--- src/rtl/switch_port_requester.sv ---
// switch_port_requester: per-input-port initiator for the switch controller.
// Watches the head of the input buffer, requests a route reservation for the
// source-routed output port, streams the packet into the crossbar once granted
// and pulses a relieve after the last flit. All handshakes advance only while
// this instance's VC plane is active.
// Optional build macro: SWITCH_REQ_TIMEOUT_EN adds a grant timeout in REQ.
module switch_port_requester #(
  parameter int          DATA_WIDTH    = 16,
  parameter int          REQUEST_WIDTH = 2,
  parameter int          ROUTE_WIDTH   = 8,
  parameter int          VC            = 1,
  parameter int          AssignedVC    = 0,
  parameter int unsigned REQ_TIMEOUT   = 64
) (
  input  logic                     clk,
  input  logic                     rst,
  input  logic [VC:0]              VCPlaneSelector,
  input  logic [DATA_WIDTH-1:0]    in_flit,
  input  logic                     in_valid,
  output logic                     in_ready,
  output logic [DATA_WIDTH-1:0]    out_flit,
  output logic                     out_valid,
  input  logic                     out_ready,
  output logic                     routeReserveRequestValid,
  output logic [REQUEST_WIDTH-1:0] routeReserveRequest,
  input  logic                     routeReserveStatus,
  output logic                     routeRelieve,
  output logic                     protocol_err,
  output logic                     req_timeout
);

  localparam logic [VC:0] ACTIVE_SEL = (VC+1)'(AssignedVC);

  typedef enum logic [1:0] {
    IDLE,
    REQ,
    XFER,
    RELIEVE
  } state_t;

  state_t                   state_q, state_d;
  logic [REQUEST_WIDTH-1:0] port_q, port_d;
  logic                     perr_q, perr_d;

  logic                     vc_act;
  logic [1:0]               flit_type;
  logic                     is_head;
  logic                     is_last;
  logic [ROUTE_WIDTH-1:0]   route_shifted;
  logic [DATA_WIDTH-1:0]    head_out;

  assign vc_act    = (VCPlaneSelector == ACTIVE_SEL);
  assign flit_type = in_flit[DATA_WIDTH-1 -: 2];
  // Type encoding: bit 1 marks a head (head/single), bit 0 marks the packet's
  // last flit (tail/single).
  assign is_head   = flit_type[1];
  assign is_last   = flit_type[0];

  // Consume this hop: the next router sees the remaining route in the low bits.
  assign route_shifted = in_flit[ROUTE_WIDTH-1:0] >> REQUEST_WIDTH;
  assign head_out      = {in_flit[DATA_WIDTH-1:ROUTE_WIDTH], route_shifted};

`ifdef SWITCH_REQ_TIMEOUT_EN
  localparam int CNT_W = (REQ_TIMEOUT > 1) ? $clog2(REQ_TIMEOUT) : 1;

  logic [CNT_W-1:0] cnt_q, cnt_d;
  logic             tmo_q, tmo_d;
`endif

  // State, latched port and sticky flags
  always_ff @(posedge clk) begin
    if (rst) begin
      state_q <= IDLE;
      port_q  <= '0;
      perr_q  <= 1'b0;
`ifdef SWITCH_REQ_TIMEOUT_EN
      cnt_q   <= '0;
      tmo_q   <= 1'b0;
`endif
    end else begin
      state_q <= state_d;
      port_q  <= port_d;
      perr_q  <= perr_d;
`ifdef SWITCH_REQ_TIMEOUT_EN
      cnt_q   <= cnt_d;
      tmo_q   <= tmo_d;
`endif
    end
  end

  // Next-state logic; nothing moves while the plane is inactive
  always_comb begin
    state_d = state_q;
    port_d  = port_q;
    perr_d  = perr_q;
`ifdef SWITCH_REQ_TIMEOUT_EN
    cnt_d   = cnt_q;
    tmo_d   = tmo_q;
`endif
    if (vc_act) begin
      unique case (state_q)
        IDLE: begin
          if (in_valid) begin
            if (is_head) begin
              state_d = REQ;
              port_d  = in_flit[REQUEST_WIDTH-1:0];
`ifdef SWITCH_REQ_TIMEOUT_EN
              cnt_d   = '0;
`endif
            end else begin
              perr_d = 1'b1;
            end
          end
        end
        REQ: begin
          if (routeReserveStatus) begin
            state_d = XFER;
          end
`ifdef SWITCH_REQ_TIMEOUT_EN
          else if (cnt_q == CNT_W'(REQ_TIMEOUT - 1)) begin
            // Give up; the head stays in the buffer and is re-requested from IDLE.
            state_d = IDLE;
            tmo_d   = 1'b1;
          end else begin
            cnt_d = cnt_q + CNT_W'(1);
          end
`endif
        end
        XFER: begin
          if (in_valid && out_ready && is_last) begin
            state_d = RELIEVE;
          end
        end
        RELIEVE: begin
          state_d = IDLE;
        end
        default: state_d = IDLE;
      endcase
    end
  end

  // Outputs: request held from REQ through RELIEVE, handshakes gated by plane
  always_comb begin
    in_ready                 = 1'b0;
    out_valid                = 1'b0;
    out_flit                 = '0;
    routeReserveRequestValid = (state_q != IDLE);
    routeReserveRequest      = (state_q != IDLE) ? port_q : '0;
    routeRelieve             = (state_q == RELIEVE);
    if (!rst) begin
      unique case (state_q)
        IDLE: begin
          in_ready = vc_act & in_valid & ~is_head;
        end
        XFER: begin
          out_valid = in_valid & vc_act;
          in_ready  = out_ready & vc_act;
          out_flit  = is_head ? head_out : in_flit;
        end
        default: begin
          in_ready  = 1'b0;
          out_valid = 1'b0;
        end
      endcase
    end
  end

  assign protocol_err = perr_q;

`ifdef SWITCH_REQ_TIMEOUT_EN
  assign req_timeout = tmo_q;
`else
  // No timeout logic in this build; the parameter is kept for a uniform interface.
  assign req_timeout = (REQ_TIMEOUT == 0) & 1'b0;
`endif

endmodule

--- config.mk ---
export PLATFORM = sky130hd
export DESIGN_NAME = switch_port_requester
export DESIGN_NICKNAME = d
export VERILOG_FILES = /design/src/rtl/switch_port_requester.sv
export SDC_FILE = /design/constraint.sdc
export NUM_CORES = 1
export LEC_CHECK = 0
export CAP_MARGIN = 15
export CORE_UTILIZATION = 34
export CTS_BUF_LIST = sky130_fd_sc_hd__clkbuf_4 sky130_fd_sc_hd__clkbuf_8
export DETAILED_ROUTE_END_ITERATION = 12
export PLACE_DENSITY = 0.95
export SYNTH_ARGS = -nofsm -noshare
export SYNTH_HDL_FRONTEND = slang
export SYNTH_SLANG_ARGS = --single-unit
--- constraint.sdc ---
create_clock -name clk -period 3.3 [get_ports clk]
set_clock_uncertainty 0.1 [all_clocks]
set_input_delay 0.495 -clock clk [delete_from_list [all_inputs] [get_ports clk]]
set_output_delay 0.495 -clock clk [all_outputs]
set_load 0.01 [all_outputs]
met1.png
Drawn at 12 px/µm. Supply wires on this layer in gray. Cells faint in the background.
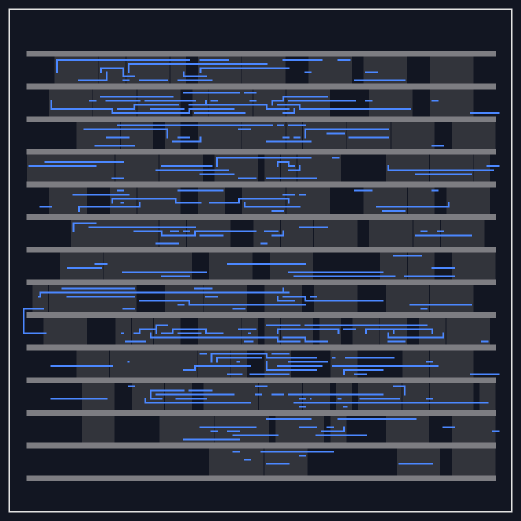
share of all routed wire: 40%
wire length on this layer: 690 µm
longest straight run: 20.7 µm
nets with wire on the layer: 116
DR vias: 649
Global Route met1 Usage: 21.3%
WL final: 1.71 mm

met2.png
Drawn at 12 px/µm.
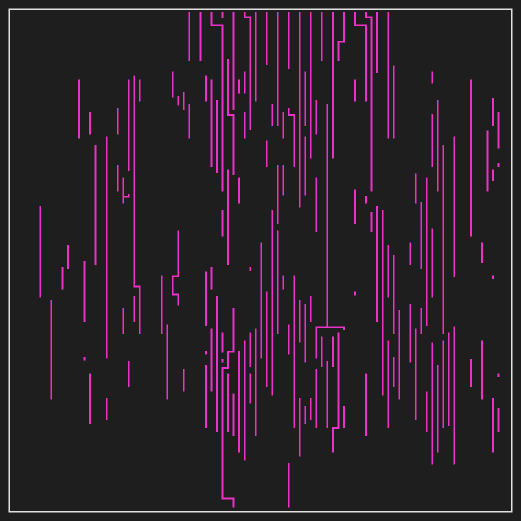
share of all routed wire: 48%
wire length on this layer: 821 µm
main direction: vertical
nets with wire on the layer: 119
longest straight run: 18.5 µm
M2 GR Usage: 35.6%

met3.png
Drawn at 12 px/µm. Cells faint in the background.
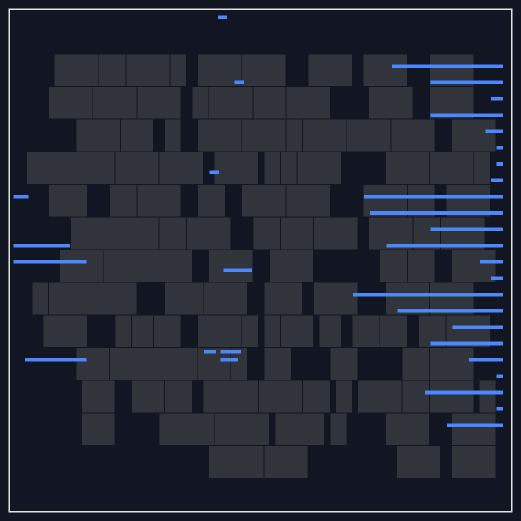
main direction: horizontal
share of all routed wire: 7.5%
wire length on this layer: 129 µm
longest straight run: 12.2 µm
nets with wire on the layer: 30

clock_map.png
Drawn at 6 px/µm.
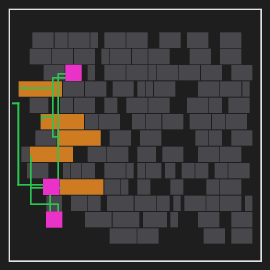
[orange] flip-flops | count: 5
[magenta] cells driving clock nets | count: 3
[green] clock wires | length: 85.4 µm
flops lie: west
clock network power share: 39.2%
Clk power: 77.7 µW
clock insertion delay at the later pin of the skew report: 0.24 ns

cells in the mapped netlist (2+ instances only):
cell type  number  share of area (%)
mux2i_1         9                 17
nor2_1          9                6.3
and2_1          8                9.3
nand2b_1        8                9.3
dfxtp_1         5                 19
inv_1           5                3.5
ha_1            4                9.3
and2b_2         2                3.3
and3_1          2                2.3
buf_4           2                2.8
nor3b_1         2                2.8
state kept, by name (all words and copies together) (netlist names):
signal,flops
protocol_err,1
state_q,2
port_q,2
routing by layer:
layer	GRT usage [%]	vias to the layer above	wire length (µm)
met2	35.6	34	820
met5	0	-	0
li1	-	319	-
met1	21.3	288	689
met4	16.1	0	72
met3	3.91	8	128
final timing paths:
check	startpoint	end	slack [ns]	depth (start not counted)
max	rst	out_flit[6]	0.36	4
min	protocol_err$_SDFFE_PP0P_	protocol_err$_SDFFE_PP0P_	0.36	2
max reg2reg	state_q[0]$_SDFFE_PP0P_	state_q[1]$_SDFFE_PP0P_	1.76	5
min reg2reg	protocol_err$_SDFFE_PP0P_	protocol_err$_SDFFE_PP0P_	0.36	2
power by group:
part | switching (mW) | leakage (nW) | total, mW | internal, mW
clock | 0.0239 | 0.0184 | 0.0777 | 0.0538
combinational | 0.0198 | 0.360 | 0.0570 | 0.0372
sequential | 0.00121 | 0.0405 | 0.0635 | 0.0623
cell families after synthesis:
kind of cell | Yosys count
AOI/OAI and AO/OA | 6
muxes | 9
other | 1
adders and majority gates | 4
buffers and inverters | 9
and+or+nand+nor | 34
DFF | 5
layout make-up:
class / instances / area, µm²
sequential: 5 / 100
multi-input combinational: 54 / 394
tap: 15 / 18.8
fill: 105 / 363
inverter: 5 / 18.8
timing repair buffer: 46 / 458
clock buffer: 4 / 30.0
critical path, delay by kind of cell:
family                 cells  cell delay [ns]
AND/OR/NAND/NOR            2             0.67
buffers and inverters      2             1.17
==> reports/qor.rpt <==
====================================================================================
Sum of internal, switching and leakage power                                  198 µW
Longest Clk Path Bufs                                                              2
Critical Path Start Type                                                primary input
VDD IR max                                                                  0.234 mV
Outcome                                                                 finished, final reports clean
Unrepaired setup endpoints after global routing                                false
Post-synth net total                                                              95
Setup crit end kind                                                     primary output
Number of placed instances, taps included                                        125
Chip height                                                                  41.7 µm
Maximum net fanout on the critical path                                           11
Cts bufs inserted                                                                  3
Effective utilization at floorplan                                             38.8%
Number of antenna diodes                                                           0
Yosys cell types                                                                  23
Number of antenna violations at the first check in global routing                  0
Dominant logic cell type in the layout                                  clkdlybuf4s50_1
Overall die area                                                         0.00174 mm²
Via density                                                                     5.03
Avg Inst Size Synth                                                         7.89 µm²
Fraction of the cycle the final worst path needs                               89.2%
Type of the worst min-delay path                                        flop to flop
Tool warning count                                                                29
Worst hold slack                                                            0.356 ns
Worst-path clk slew                                                          0.04 ns
Arrival time of the worst setup path                                         2.35 ns
Signed area change from the synthesized netlist to the final layout            90.0%
I/O pins                                                                          47
Wire length of the first global-routing pass                                 2.78 mm
Residual overflow from global routing                                              0
Total GRT Usage                                                                20.5%
Cell area after synthesis                                                    537 µm²
Standard-cell rows                                                                13
Fraction of the core area covered by cells at the end of the flow              73.8%
# H-tree levels                                                                    1
Residual antenna-violating net count after detailed routing                        0
Yosys xor share                                                                   0%
Instance tally after logic synthesis                                              68
Chip area estimate from yosys synthesis                                      537 µm²
DR DRC count                                                                       0
Cell resize tally after clock tree synthesis                                       0
Leakage power total                                                         0.419 nW
Yosys simple share                                                             37.8%
Required @ worst endpoint                                                    2.70 ns
Placeable Area                                                           0.00138 mm²
Post-place setup slack                                                      0.383 ns
Number of slew-limit violations in the final report                                0
PD cells                                                                  194 mW/mm²
Min cycle time layout                                                        2.94 ns
Prevailing post-synth register cell                                          dfxtp_1
Final design area excluding fillers                                      0.00102 mm²
Buffer type at the clock tree root                                          clkbuf_4
CTS tree                                                                       built
Cell type of the slowest stage on the worst timing path                 clkdlybuf4s50_1
Final HPWL from detailed placement                                           1.42 mm
Number of global-route vias before repair                                        620
Most used cell, CP                                                      clkdlybuf4s50_1
Final critical-path setup slack                                             0.357 ns
Total of max-cap violations                                                        0
Yosys Instances                                                                   68
Synth logic family                                                      simple AND/OR/NAND/NOR gates
Final setup fails                                                                  0
First-pass iteration count of the detailed router                                  4
Final net count                                                                  142
Pin count of the biggest net entering global routing                              12
Final hold vios                                                                    0
Top achievable clock speed                                                   340 MHz
Delay of the slowest cell on the worst path                                  0.59 ns
Number of synthesized register bits                                                5
Chip width                                                                   41.7 µm
CP cell instances                                                       clkdlybuf4s50_1, nand2b_1, nor3b_1, clkdlybuf4s50_1
Cts-stage hold buffer count                                                        0
Share of flip-flops with an asynchronous set or reset after synthesis             0%
Clk sink count                                                                     5
Sequential element share of the synthesized area                               18.6%
Detailed router's first-iteration violation count                                  4
Yosys synthesis warning count                                                      0
Most numerous logic cells after layout                                  45 x clkdlybuf4s50_1, 9 x nor2_1, 9 x mux2i_1
Fa+ha+maj area frac                                                            9.32%
Routability Congestion                                                         0.688
Area fraction in mux cells                                                     16.8%
Fraction of layout cells with a size suffix above 1                            7.02%
PortBufs                                                                          45
Final sum of negative setup slack                                               0 ns
Area of placed instances                                                     990 µm²
Post-CTS setup buffer count                                                        0
AO/OA Area Share                                                               8.86%
====================================================================================
Power figures rest on the tool's default switching activity, not on a simulated workload.
